`config.mk`:
```
export PLATFORM = sky130hd
export DESIGN_NAME = sprite_plot_datapath
export DESIGN_NICKNAME = d
export VERILOG_FILES = /design/src/rtl/sprite_plot_datapath.sv
export SDC_FILE = /design/constraint.sdc
export NUM_CORES = 1
export LEC_CHECK = 0
export CORE_UTILIZATION = 52
export DETAILED_ROUTE_END_ITERATION = 6
export PLACE_DENSITY_LB_ADDON = 0.1
export SLEW_MARGIN = 25
export SYNTH_ARGS = -nofsm -noshare
export SYNTH_HDL_FRONTEND = slang
export SYNTH_SLANG_ARGS = --single-unit
```
`constraint.sdc`:
```
create_clock -name clk -period 7.5 [get_ports clk]
set_input_delay 1.875 -clock clk [delete_from_list [all_inputs] [get_ports clk]]
set_output_delay 1.875 -clock clk [all_outputs]
set_load 0.03 [all_outputs]
```
`src/rtl/sprite_plot_datapath.sv`:
```
`default_nettype none
// ============================================================================
// Module      : sprite_plot_datapath
// Description : Pixel-walking datapath for the game control FSM. Latches the
//               self and enemy sprite positions, issues one 5x5 sprite pixel
//               per plot cycle to the VGA adapter (registered, with clipping
//               and dead-enemy suppression), pulses self_done / enemy_done on
//               the last pixel of each pass and raises a sticky game_is_over
//               flag on a self/enemy overlap.
//               Optional feature macro: SPRITE_MASK_EN (applies SELF_MASK to
//               the self sprite shape).
// Revision    : 1.0 - initial release
// ============================================================================
module sprite_plot_datapath #(
  parameter int          NUM_ENEMY    = 10,
  parameter logic [2:0]  SELF_COLOUR  = 3'b010,
  parameter logic [2:0]  ENEMY_COLOUR = 3'b100,
  parameter logic [2:0]  BG_COLOUR    = 3'b000,
  parameter int          SCREEN_W     = 160,
  parameter int          SCREEN_H     = 120,
  parameter logic [24:0] SELF_MASK    = 25'h1FFFFFF
) (
  input  logic                   clk,
  input  logic                   reset,
  input  logic                   load_coord,
  input  logic                   plot,
  input  logic                   datapath_select,
  input  logic [3:0]             self_state,
  input  logic [1:0]             enemy_op,
  input  logic [7:0]             self_x_in,
  input  logic [6:0]             self_y_in,
  input  logic [8*NUM_ENEMY-1:0] enemy_x_in,
  input  logic [7*NUM_ENEMY-1:0] enemy_y_in,
  input  logic [NUM_ENEMY-1:0]   enemy_alive_in,
  output logic [7:0]             vga_x,
  output logic [6:0]             vga_y,
  output logic [2:0]             vga_colour,
  output logic                   vga_plot,
  output logic                   self_done,
  output logic                   enemy_done,
  output logic                   game_is_over
);

  localparam int               c_E_W      = (NUM_ENEMY > 1) ? $clog2(NUM_ENEMY) : 1;
  localparam logic [c_E_W-1:0] c_E_LAST   = c_E_W'(NUM_ENEMY - 1);
  localparam logic [4:0]       c_PIX_LAST = 5'd24;
  localparam logic [8:0]       c_SCREEN_W = 9'(SCREEN_W);
  localparam logic [8:0]       c_SCREEN_H = 9'(SCREEN_H);

  // Latched sprite state
  logic [7:0]           r_sx;
  logic [6:0]           r_sy;
  logic [7:0]           r_ex [NUM_ENEMY];
  logic [6:0]           r_ey [NUM_ENEMY];
  logic [NUM_ENEMY-1:0] r_alive;

  // Pass counters: r_p for self, r_e/r_q for enemy index / enemy pixel
  logic [4:0]       r_p;
  logic [4:0]       r_q;
  logic [c_E_W-1:0] r_e;
  logic             r_chk;

  logic [NUM_ENEMY-1:0] w_near;
  logic                 w_issue;
  logic [4:0]           w_cnt;
  logic [2:0]           w_col;
  logic [2:0]           w_row;
  logic [7:0]           w_base_x;
  logic [6:0]           w_base_y;
  logic [8:0]           w_x9;
  logic [8:0]           w_y9;
  logic                 w_on_screen;
  logic                 w_mask_bit;
  logic                 w_shape_ok;
  logic [2:0]           w_colour;
  logic                 w_self_last;
  logic                 w_enemy_last;
  logic [2:0]           w_unused_hi;

  // Latch the self coordinates and the alive vector on a load
  always_ff @(posedge clk or posedge reset) begin
    if (reset) begin
      r_sx    <= '0;
      r_sy    <= '0;
      r_alive <= '0;
    end else if (load_coord) begin
      r_sx    <= self_x_in;
      r_sy    <= self_y_in;
      r_alive <= enemy_alive_in;
    end
  end

  // Per-enemy coordinate latch and overlap detector against the self sprite
  generate
    for (genvar gi = 0; gi < NUM_ENEMY; gi++) begin : g_enemy
      logic signed [8:0] w_dx;
      logic signed [7:0] w_dy;

      // Latch this enemy's position on a load
      always_ff @(posedge clk or posedge reset) begin
        if (reset) begin
          r_ex[gi] <= '0;
          r_ey[gi] <= '0;
        end else if (load_coord) begin
          r_ex[gi] <= enemy_x_in[8*gi +: 8];
          r_ey[gi] <= enemy_y_in[7*gi +: 7];
        end
      end

      assign w_dx = $signed({1'b0, r_sx}) - $signed({1'b0, r_ex[gi]});
      assign w_dy = $signed({1'b0, r_sy}) - $signed({1'b0, r_ey[gi]});
      assign w_near[gi] = r_alive[gi] &&
                          (w_dx > -9'sd5) && (w_dx < 9'sd5) &&
                          (w_dy > -8'sd5) && (w_dy < 8'sd5);
    end
  endgenerate

  // Advance the counter of the active pass; a load restarts both passes
  always_ff @(posedge clk or posedge reset) begin
    if (reset) begin
      r_p <= '0;
      r_q <= '0;
      r_e <= '0;
    end else if (load_coord) begin
      r_p <= '0;
      r_q <= '0;
      r_e <= '0;
    end else if (plot) begin
      if (!datapath_select) begin
        r_p <= (r_p == c_PIX_LAST) ? 5'd0 : r_p + 5'd1;
      end else if (r_q == c_PIX_LAST) begin
        r_q <= 5'd0;
        r_e <= (r_e == c_E_LAST) ? '0 : r_e + 1'b1;
      end else begin
        r_q <= r_q + 5'd1;
      end
    end
  end

  // Current pixel: position within the 5x5 box, screen coordinates, colour
  assign w_issue     = plot & ~load_coord;
  assign w_cnt       = datapath_select ? r_q : r_p;
  assign w_col       = 3'(w_cnt % 5'd5);
  assign w_row       = 3'(w_cnt / 5'd5);
  assign w_base_x    = datapath_select ? r_ex[r_e] : r_sx;
  assign w_base_y    = datapath_select ? r_ey[r_e] : r_sy;
  assign w_x9        = {1'b0, w_base_x} + {6'd0, w_col};
  assign w_y9        = {2'b0, w_base_y} + {6'd0, w_row};
  assign w_on_screen = (w_x9 < c_SCREEN_W) && (w_y9 < c_SCREEN_H);
  assign w_unused_hi = {w_x9[8], w_y9[8:7]};

`ifdef SPRITE_MASK_EN
  assign w_mask_bit = SELF_MASK[r_p];
`else
  logic w_unused_mask;
  assign w_unused_mask = ^SELF_MASK;
  assign w_mask_bit    = 1'b1;
`endif

  assign w_shape_ok = datapath_select ? r_alive[r_e] : w_mask_bit;
  assign w_colour   = datapath_select ?
                      ((enemy_op == 2'b00)  ? ENEMY_COLOUR : BG_COLOUR) :
                      ((self_state == 4'd1) ? SELF_COLOUR  : BG_COLOUR);

  assign w_self_last  = w_issue & ~datapath_select & (r_p == c_PIX_LAST);
  assign w_enemy_last = w_issue &  datapath_select & (r_q == c_PIX_LAST) & (r_e == c_E_LAST);

  // Register the pixel write and the end-of-pass pulses
  always_ff @(posedge clk or posedge reset) begin
    if (reset) begin
      vga_x      <= '0;
      vga_y      <= '0;
      vga_colour <= '0;
      vga_plot   <= 1'b0;
      self_done  <= 1'b0;
      enemy_done <= 1'b0;
    end else begin
      vga_plot   <= w_issue & w_on_screen & w_shape_ok;
      self_done  <= w_self_last;
      enemy_done <= w_enemy_last;
      if (w_issue) begin
        vga_x      <= w_x9[7:0];
        vga_y      <= w_y9[6:0];
        vga_colour <= w_colour;
      end
    end
  end

  // Collision check runs the cycle after a load; the flag never clears except by reset
  always_ff @(posedge clk or posedge reset) begin
    if (reset) begin
      r_chk        <= 1'b0;
      game_is_over <= 1'b0;
    end else begin
      r_chk <= load_coord;
      if (r_chk && (|w_near)) begin
        game_is_over <= 1'b1;
      end
    end
  end

endmodule
`default_nettype wire

```
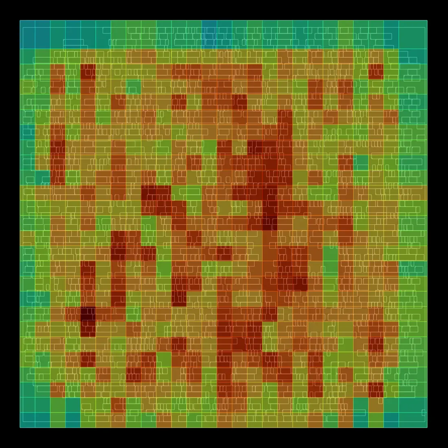
(run_1/congestion.png)
final cell utilization of the core: 0.632
Global Route met3 Usage: 0.0382
DR WL/cell: 19.6 um
global router's overall resource usage: 0.307
met2 global-route usage: 0.521

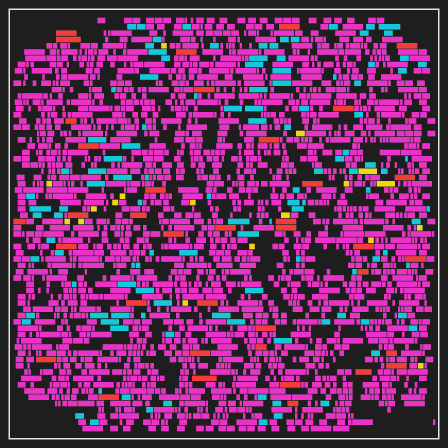
(run_1/sizes.png)
- magenta: _0 and _1 cells (cells 2024; share 92%; most used nand2_1)
- red: _6 and larger (cells 37; share 1.7%; most used clkbuf_16)
- yellow: _3 and _4 cells (cells 18; share 0.82%; most used buf_4)
- cyan: _2 cells (cells 116; share 5.3%; most used mux2_2)

==> metrics.log, run 1 <==
[metrics] run summary
[metrics] status: finished clean
[metrics] count of final max-slew check failures: 0
[metrics] Iteration-0 DRC Markers: 1042
[metrics] boundary pin count: 208
[metrics] Crit Path Category: in2reg
[metrics] Critical Path Max Stage Delay: 650 ps
[metrics] final WL: 51800 um
[metrics] Gates resized, CTS repair: 0
[metrics] most congested layer reported by global routing: met2
[metrics] # nets final: 2550
[metrics] Top Registers: r_ex: 80 flops, r_ey: 70 flops, r_alive: 10 flops
[metrics] final sum of negative setup slack: 0 ps
[metrics] cell with the most instances after synthesis: nand2_1
[metrics] biggest combinational cell group after synthesis: AND-OR/OR-AND gates
[metrics] top cell type's share of synthesized area: 0.302
[metrics] net switching share of the total power: 0.357
[metrics] # port buffers: 206
[metrics] buffer cell driving the clock tree root: clkbuf_16
[metrics] largest delay contributor family on the critical path: adder cells
[metrics] Post-CTS Setup Repair Bufs: 0
[metrics] Commonest Layout Cell: nand2_1
[metrics] uppermost layer routed: met4
[metrics] cell count in the Yosys report: 2006
[metrics] Warnings, synthesis: 0
[metrics] synthesized cell area: 17500 sq um
[metrics] RD Place Congestion: 0.951
[metrics] Arr. time, crit path: 6360 ps
[metrics] share of flip-flops with an asynchronous set or reset: 1.00
[metrics] endpoint of the worst register-to-register path: vga_plot
[metrics] max-cap viol count: 0
[metrics] DR pass1 iterations: 5
[metrics] commonest non-fill, non-tap cells in the layout: nand2_1 (231), o21ai_0 (220), dfrtp_1 (207), clkdlybuf4s50_1 (204), inv_1 (199)
[metrics] clock buffer count from CTS: 26
[metrics] FF-to-FF setup slack: 3220 ps
[metrics] RSZ-0062 raised after global routing: no
[metrics] Internal Dissipation: 0.00273 W
[metrics] total number of warnings across the stage logs: 36
[metrics] clock network power: 0.00128 W
[metrics] top cells by count: nand2_1 (231), o21ai_0 (220), dfrtp_1 (211), inv_1 (200), ha_1 (164)
[metrics] leakage power total: 9.07 nW
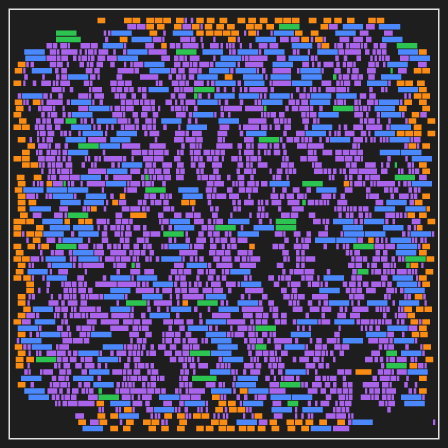
(run_1/placement_by_type.png)
- blue: flops (cells 211)
- purple: combinational and other logic (cells 1718)
- orange: other buffers and delay cells (cells 221)
- green: clock drivers and dummy loads (cells 45)

[run 1: worst min-delay path by stage]
stage	from	end	slack [ps]	cells past startpoint
6_report	vga_colour[1]	vga_colour[1]	470	2
5_1_grt	vga_colour[1]	vga_colour[1]	490	2
4_1_cts	vga_colour[1]	vga_colour[1]	480	2
3_5_place_dp	vga_colour[1]	vga_colour[1]	470	2
3_3_place_gp	vga_colour[2]	vga_colour[2]	460	2
2_1_floorplan	r_chk	game_is_over	450	1
[run 1: final cells by class]
class | instances | area, sq um | share of cell area
multi-input cells | 1516 | 11100 | 0.535
flip-flops and latches | 211 | 5290 | 0.254
repair buffers | 221 | 2200 | 0.106
inverters | 202 | 762 | 0.0367
clock buffers | 36 | 759 | 0.0365
well taps | 442 | 553 | 0.0266
clock inverters | 9 | 95.1 | 0.00458
==> run 1 -> run 2 <==
- clock period: 7.5 -> 5.15 ns (I/O delays scaled with it)
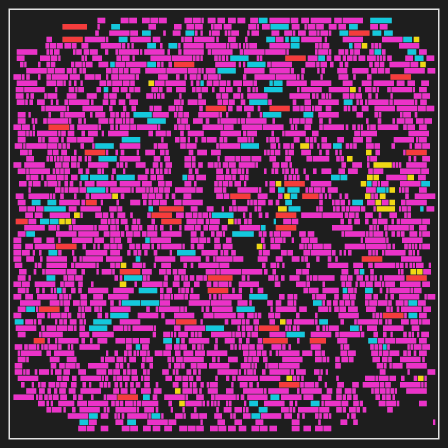
(run_2/sizes.png)
non-clock buffer instance count of the final layout: 236
synthesis-to-layout area growth: 19.7%
summed area of non-filler cells in the final layout: 20900 sq um
Final WS setup: 563 ps

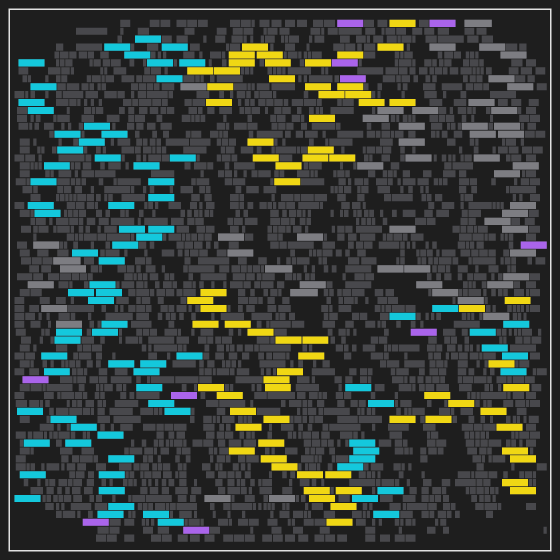
(run_2/flops_by_reg.png)
Other sequential cells in the stronger grey, the rest of the logic in the fainter grey.
- cyan: `r_ex` (placed flops 80; where spread over the die)
- yellow: `r_ey` (placed flops 70)
- purple: `r_alive` (placed flops 10; where spread over the die)
sequential share of cell area: 0.252
Seq power: 0.00197 W
flip-flop and latch area: 5290 sq um
final cell utilization of the core: 0.637

==> run 2 against run 1 <==
Register-to-register slack worse by 2100 ps. Cell count up 0.68%. Largest cell class unchanged. First-iteration DRC count up 4.7%. Via count up 1.3%. Critical path depth unchanged.
==> metrics.log, run 2 <==
[metrics] run summary
[metrics] worst hold path depth: 2 (unchanged)
[metrics] number of flip-flops in the largest register: 80
[metrics] endpoint of the worst register-to-register path: vga_plot
[metrics] Warnings, synthesis: 0 (unchanged)
[metrics] comb. cell area: 11100 sq um (unchanged)
[metrics] number of tap instances: 442 (unchanged)
[metrics] Adder Area Share: 0.143
[metrics] final hold vios: 0
[metrics] maximum number of buffers from clock root to sink: 3
[metrics] final WL: 52400 um (+1.2%)
[metrics] boundary pin count: 208 (unchanged)
[metrics] synthesized cell area: 17500 sq um (unchanged)
[metrics] clock buffer count from CTS: 26 (unchanged)
[metrics] remaining number of nets flagged by the antenna check after routing: 0
[metrics] Layout clock area frac: 0.0432 (+0.00207)
[metrics] kind of capture point of the worst setup path: register
[metrics] Gates resized, CTS repair: 0 (unchanged)
[metrics] leakage power total: 9.15 nW (+0.93%)
[metrics] RSZ-0062 raised after global routing: no
[metrics] TritonCTS clock tree: built
[metrics] Iteration-0 DRC Markers: 1091 (+4.7%)
[metrics] detailed-placement wirelength estimate: 39700 um
[metrics] synthesis-stage register bit count: 211
[metrics] combinational share of cell area: 0.531 (-0.00416)
[metrics] IR Drop Worst-Case VDD: 0.246 mV
[metrics] Crit Path Category: in2reg
[metrics] top power group: combinational logic
[metrics] Post-CTS Setup Repair Bufs: 0 (unchanged)
[metrics] hold path endpoint: vga_x[0]
[metrics] Arr. time, crit path: 5010 ps (-1350 ps)
[metrics] clock buffer count: 34 (-5.6%)
[metrics] max-cap viol count: 0 (unchanged)
[metrics] # port buffers: 206 (unchanged)
[metrics] standard cell core area: 32900 sq um
[metrics] startpoint of the lowest-slack register-to-register path: r_p[2]
[metrics] DR pass1 iterations: 5 (unchanged)
[metrics] area fraction in and, or, nand and nor cells: 0.153
[metrics] layout multi-input combinational cell count: 1516 (unchanged)
[metrics] top post-synthesis cells by area: dfrtp_1 (30%), ha_1 (12%), o21ai_0 (6.3%)
[metrics] share of flip-flops with an asynchronous set or reset: 1.00 (unchanged)
[metrics] biggest combinational cell group after synthesis: AND-OR/OR-AND gates
[metrics] buffer cell driving the clock tree root: clkbuf_16
[metrics] global router's overall resource usage: 0.307 (about the same)
[metrics] total gr overflow: 0
[metrics] Num Clock Sinks: 211
[metrics] Non-clock buffers, area share: 0.110 (+0.00455)
[metrics] DR WL/cell: 19.7 um (+0.48%)
[metrics] RD Place Congestion: 0.936 (-1.6%)
[metrics] worst min path class: reg2reg
[metrics] cell count in the Yosys report: 2006 (unchanged)
[metrics] top cell type's share of synthesized area: 0.302 (unchanged)
[metrics] commonest non-fill, non-tap cells in the layout: nand2_1 (231), o21ai_0 (220), dfrtp_1 (207), clkdlybuf4s50_1 (204), inv_1 (199)
[metrics] start point of the worst min-delay path: vga_x[0]
[metrics] area fraction in mux cells: 0.0859
[metrics] final sum of negative setup slack: 0 ps (unchanged)
[metrics] Synth cell types: 90
[metrics] clock network power: 0.00195 W (+52%)
[metrics] # nets final: 2565 (+0.59%)
[metrics] number of flip-flops and latches: 211 (unchanged)
[metrics] Top Registers: r_ex: 80 flops, r_ey: 70 flops, r_alive: 10 flops
[metrics] register ranked first by flip-flop count: r_ex
[metrics] Commonest Layout Cell: nand2_1
[metrics] total number of warnings across the stage logs: 36 (unchanged)
[metrics] count of final max-slew check failures: 0 (unchanged)
[metrics] FF-to-FF setup slack: 1110 ps (-2110 ps)
[metrics] Fin Clk Skew: 15.1 ps
[metrics] Top class by area: multi-input combinational cells
[metrics] top cells by count: nand2_1 (231), o21ai_0 (220), dfrtp_1 (211), inv_1 (200), ha_1 (164)
[metrics] Die X-Extent: 185 um
[metrics] status: finished clean
[metrics] non-clock inverter total of the final layout: 202 (unchanged)
[metrics] initial antenna violation count: 0
[metrics] Internal Dissipation: 0.00405 W (+48%)
[metrics] fraction of the yosys area taken by sequential cells: 0.302
[metrics] cell with the most instances after synthesis: nand2_1
[metrics] net switching share of the total power: 0.355 (-0.00210)
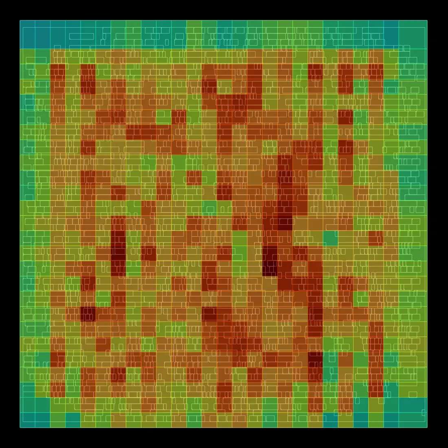
(run_2/congestion.png)
Global Route met3 Usage: 0.0352
global-route met1 utilization: 0.411

## run 2: cell counts after synthesis
No cell type changed its count.
## run 2: worst max-delay path, stage by stage
cell and delay (ps):
buf_2 180, buf_4 160, mux2i_1 250, a31oi_1 170, nor2_2 280, mux2i_2 370
maj3_2 270, o21ai_2 60, xnor2_1 170, ha_1 200, inv_1 60, fa_1 400
inv_1 70, a21oi_1 80, or3_1 390, nor3b_2 170, a311oi_1 210, a311oi_1 70
a21boi_1 160
## run 2: metal layers
| layer | routed length [um] | global-route usage | vias to the layer above |
|---|---|---|---|
| met5 | 0 | 0 | - |
| met4 | 1820 | 0.105 | 0 |
| met3 | 3000 | 0.0352 | 103 |
| met2 | 24500 | 0.515 | 496 |
| met1 | 23100 | 0.411 | 7559 |
| li1 | - | - | 7511 |
==> run 2 -> run 3 <==
- CORE_UTILIZATION: 52 -> 50
- GPL_ROUTABILITY_DRIVEN: unset -> 0
- SLEW_MARGIN: 25 -> 10
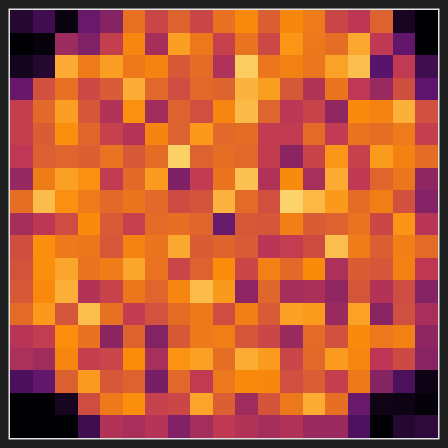
(run_3/cell_density.png)
19 x 19 tiles, from black (low) to pale yellow (high), 0 to 100% covered.
- nearly empty tiles: 3.0%
- mean over tiles: 57%
- tiles over 75% full: 16%
- fullest tile: 90%
starting density of the core: 0.508
standard cell core area: 34500 sq um
final cell utilization of the core: 0.609

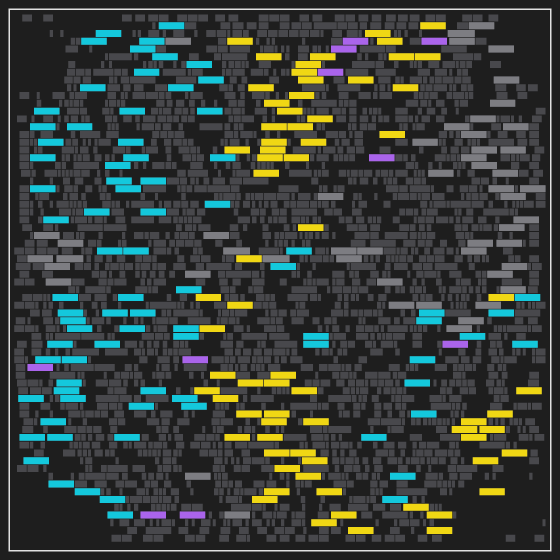
(run_3/flops_by_reg.png)
Other sequential cells in the stronger grey, the rest of the logic in the fainter grey.
- cyan: `r_ex` (placed flops 80; where spread over the die)
- purple: `r_alive` (placed flops 10)
- yellow: `r_ey` (placed flops 70)
sequential share of cell area: 0.252
Seq power: 0.00198 W

==> run 3 against run 2 <==
Non-clock buffer count rose by 7. Cell count up 0.79%. Global-route usage decreased by 1.0 points.
==> metrics.log, run 3 <==
[metrics] run summary
[metrics] flip-flop and latch area: 5290 sq um (unchanged)
[metrics] detailed-placement wirelength estimate: 39600 um (-0.25%)
[metrics] layout multi-input combinational cell count: 1516 (unchanged)
[metrics] DR pass1 iterations: 6 (+1)
[metrics] global router's overall resource usage: 0.297 (-0.00996)
[metrics] cell with the most instances after synthesis: nand2_1
[metrics] Adder Area Share: 0.143 (unchanged)
[metrics] number of tap instances: 455 (+2.9%)
[metrics] Non-clock buffers, area share: 0.114 (+0.00368)
[metrics] Post-CTS Setup Repair Bufs: 0 (unchanged)
[metrics] net switching share of the total power: 0.361 (+0.00658)
[metrics] leakage power total: 9.17 nW (+0.16%)
[metrics] number of flip-flops in the largest register: 80 (unchanged)
[metrics] uppermost layer routed: met4
[metrics] synthesis-stage register bit count: 211 (unchanged)
[metrics] cell count in the Yosys report: 2006 (unchanged)
[metrics] Gates resized, CTS repair: 0 (unchanged)
[metrics] non-clock inverter total of the final layout: 202 (unchanged)
[metrics] Global Route met3 Usage: 0.0389 (+0.00371)
[metrics] worst min path class: reg2reg
[metrics] # nets final: 2573 (+0.31%)
[metrics] top post-synthesis cells by area: dfrtp_1 (30%), ha_1 (12%), o21ai_0 (6.3%)
[metrics] biggest combinational cell group after synthesis: AND-OR/OR-AND gates
[metrics] TritonCTS clock tree: built
[metrics] top power group: combinational logic
[metrics] share of flip-flops with an asynchronous set or reset: 1.00 (unchanged)
[metrics] IR Drop Worst-Case VDD: 0.280 mV (+14%)
[metrics] comb. cell area: 11100 sq um (about the same)
[metrics] DR WL/cell: 19.6 um (-0.71%)
[metrics] total gr overflow: 0 (unchanged)
[metrics] boundary pin count: 208 (unchanged)
[metrics] status: finished clean
[metrics] area fraction in mux cells: 0.0859 (unchanged)
[metrics] met2 global-route usage: 0.496 (-0.0194)
[metrics] total number of warnings across the stage logs: 34 (-5.6%)
[metrics] commonest non-fill, non-tap cells in the layout: nand2_1 (231), o21ai_0 (220), dfrtp_1 (207), clkdlybuf4s50_1 (205), inv_1 (199)
[metrics] clock buffer count: 37 (+8.8%)
[metrics] Layout clock area frac: 0.0408 (-0.00237)
[metrics] top cell type's share of synthesized area: 0.302 (unchanged)
[metrics] count of final max-slew check failures: 0 (unchanged)
[metrics] Internal Dissipation: 0.00394 W (-2.8%)
[metrics] # port buffers: 206 (unchanged)
[metrics] max-cap viol count: 0 (unchanged)
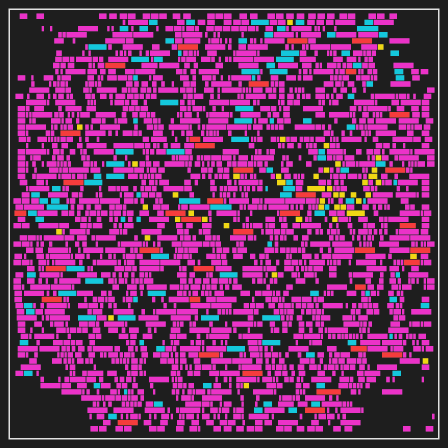
(run_3/sizes.png)
- red: _6 and larger (cells 37; share 1.7%; most used clkbuf_16)
- yellow: _3 and _4 cells (cells 44; share 2.0%; most used buf_4)
- cyan: _2 cells (cells 112; share 5.0%; most used mux2_2)
- magenta: _0 and _1 cells (cells 2028; share 91%; most used nand2_1)
Final WS setup: 271 ps
non-clock buffer instance count of the final layout: 243
summed area of non-filler cells in the final layout: 21000 sq um
synthesis-to-layout area growth: 19.9%

run 3: cell counts after synthesis:
Identical to the previous run, type by type.
run 3: final timing paths:
| kind | slack [ps] | to | cells past startpoint | startpoint |
|---|---|---|---|---|
| setup reg to reg | 1060 | vga_plot | 16 | r_e[3] |
| hold / removal | 470 | vga_colour[1] | 2 | vga_colour[1] |
| min in group asynchronous | 1260 | r_ey[11] | 2 | reset |
| max in group asynchronous | 2950 | r_sx[1] | 3 | reset |
| setup / recovery | 270 | vga_plot | 20 | datapath_select |
| hold reg to reg | 470 | vga_colour[1] | 2 | vga_colour[1] |
run 3: per-stage QoR:
stage / instance area (sq um) / TNS (ps)
2_1_floorplan: 17500 / 0
3_3_place_gp: 20100 / -404
3_5_place_dp: 20100 / -578
4_1_cts: 21000 / 0
5_1_grt: 21000 / 0
6_report: 21000 / 0
No activity file was given, so power comes from the tool's default toggle rates.
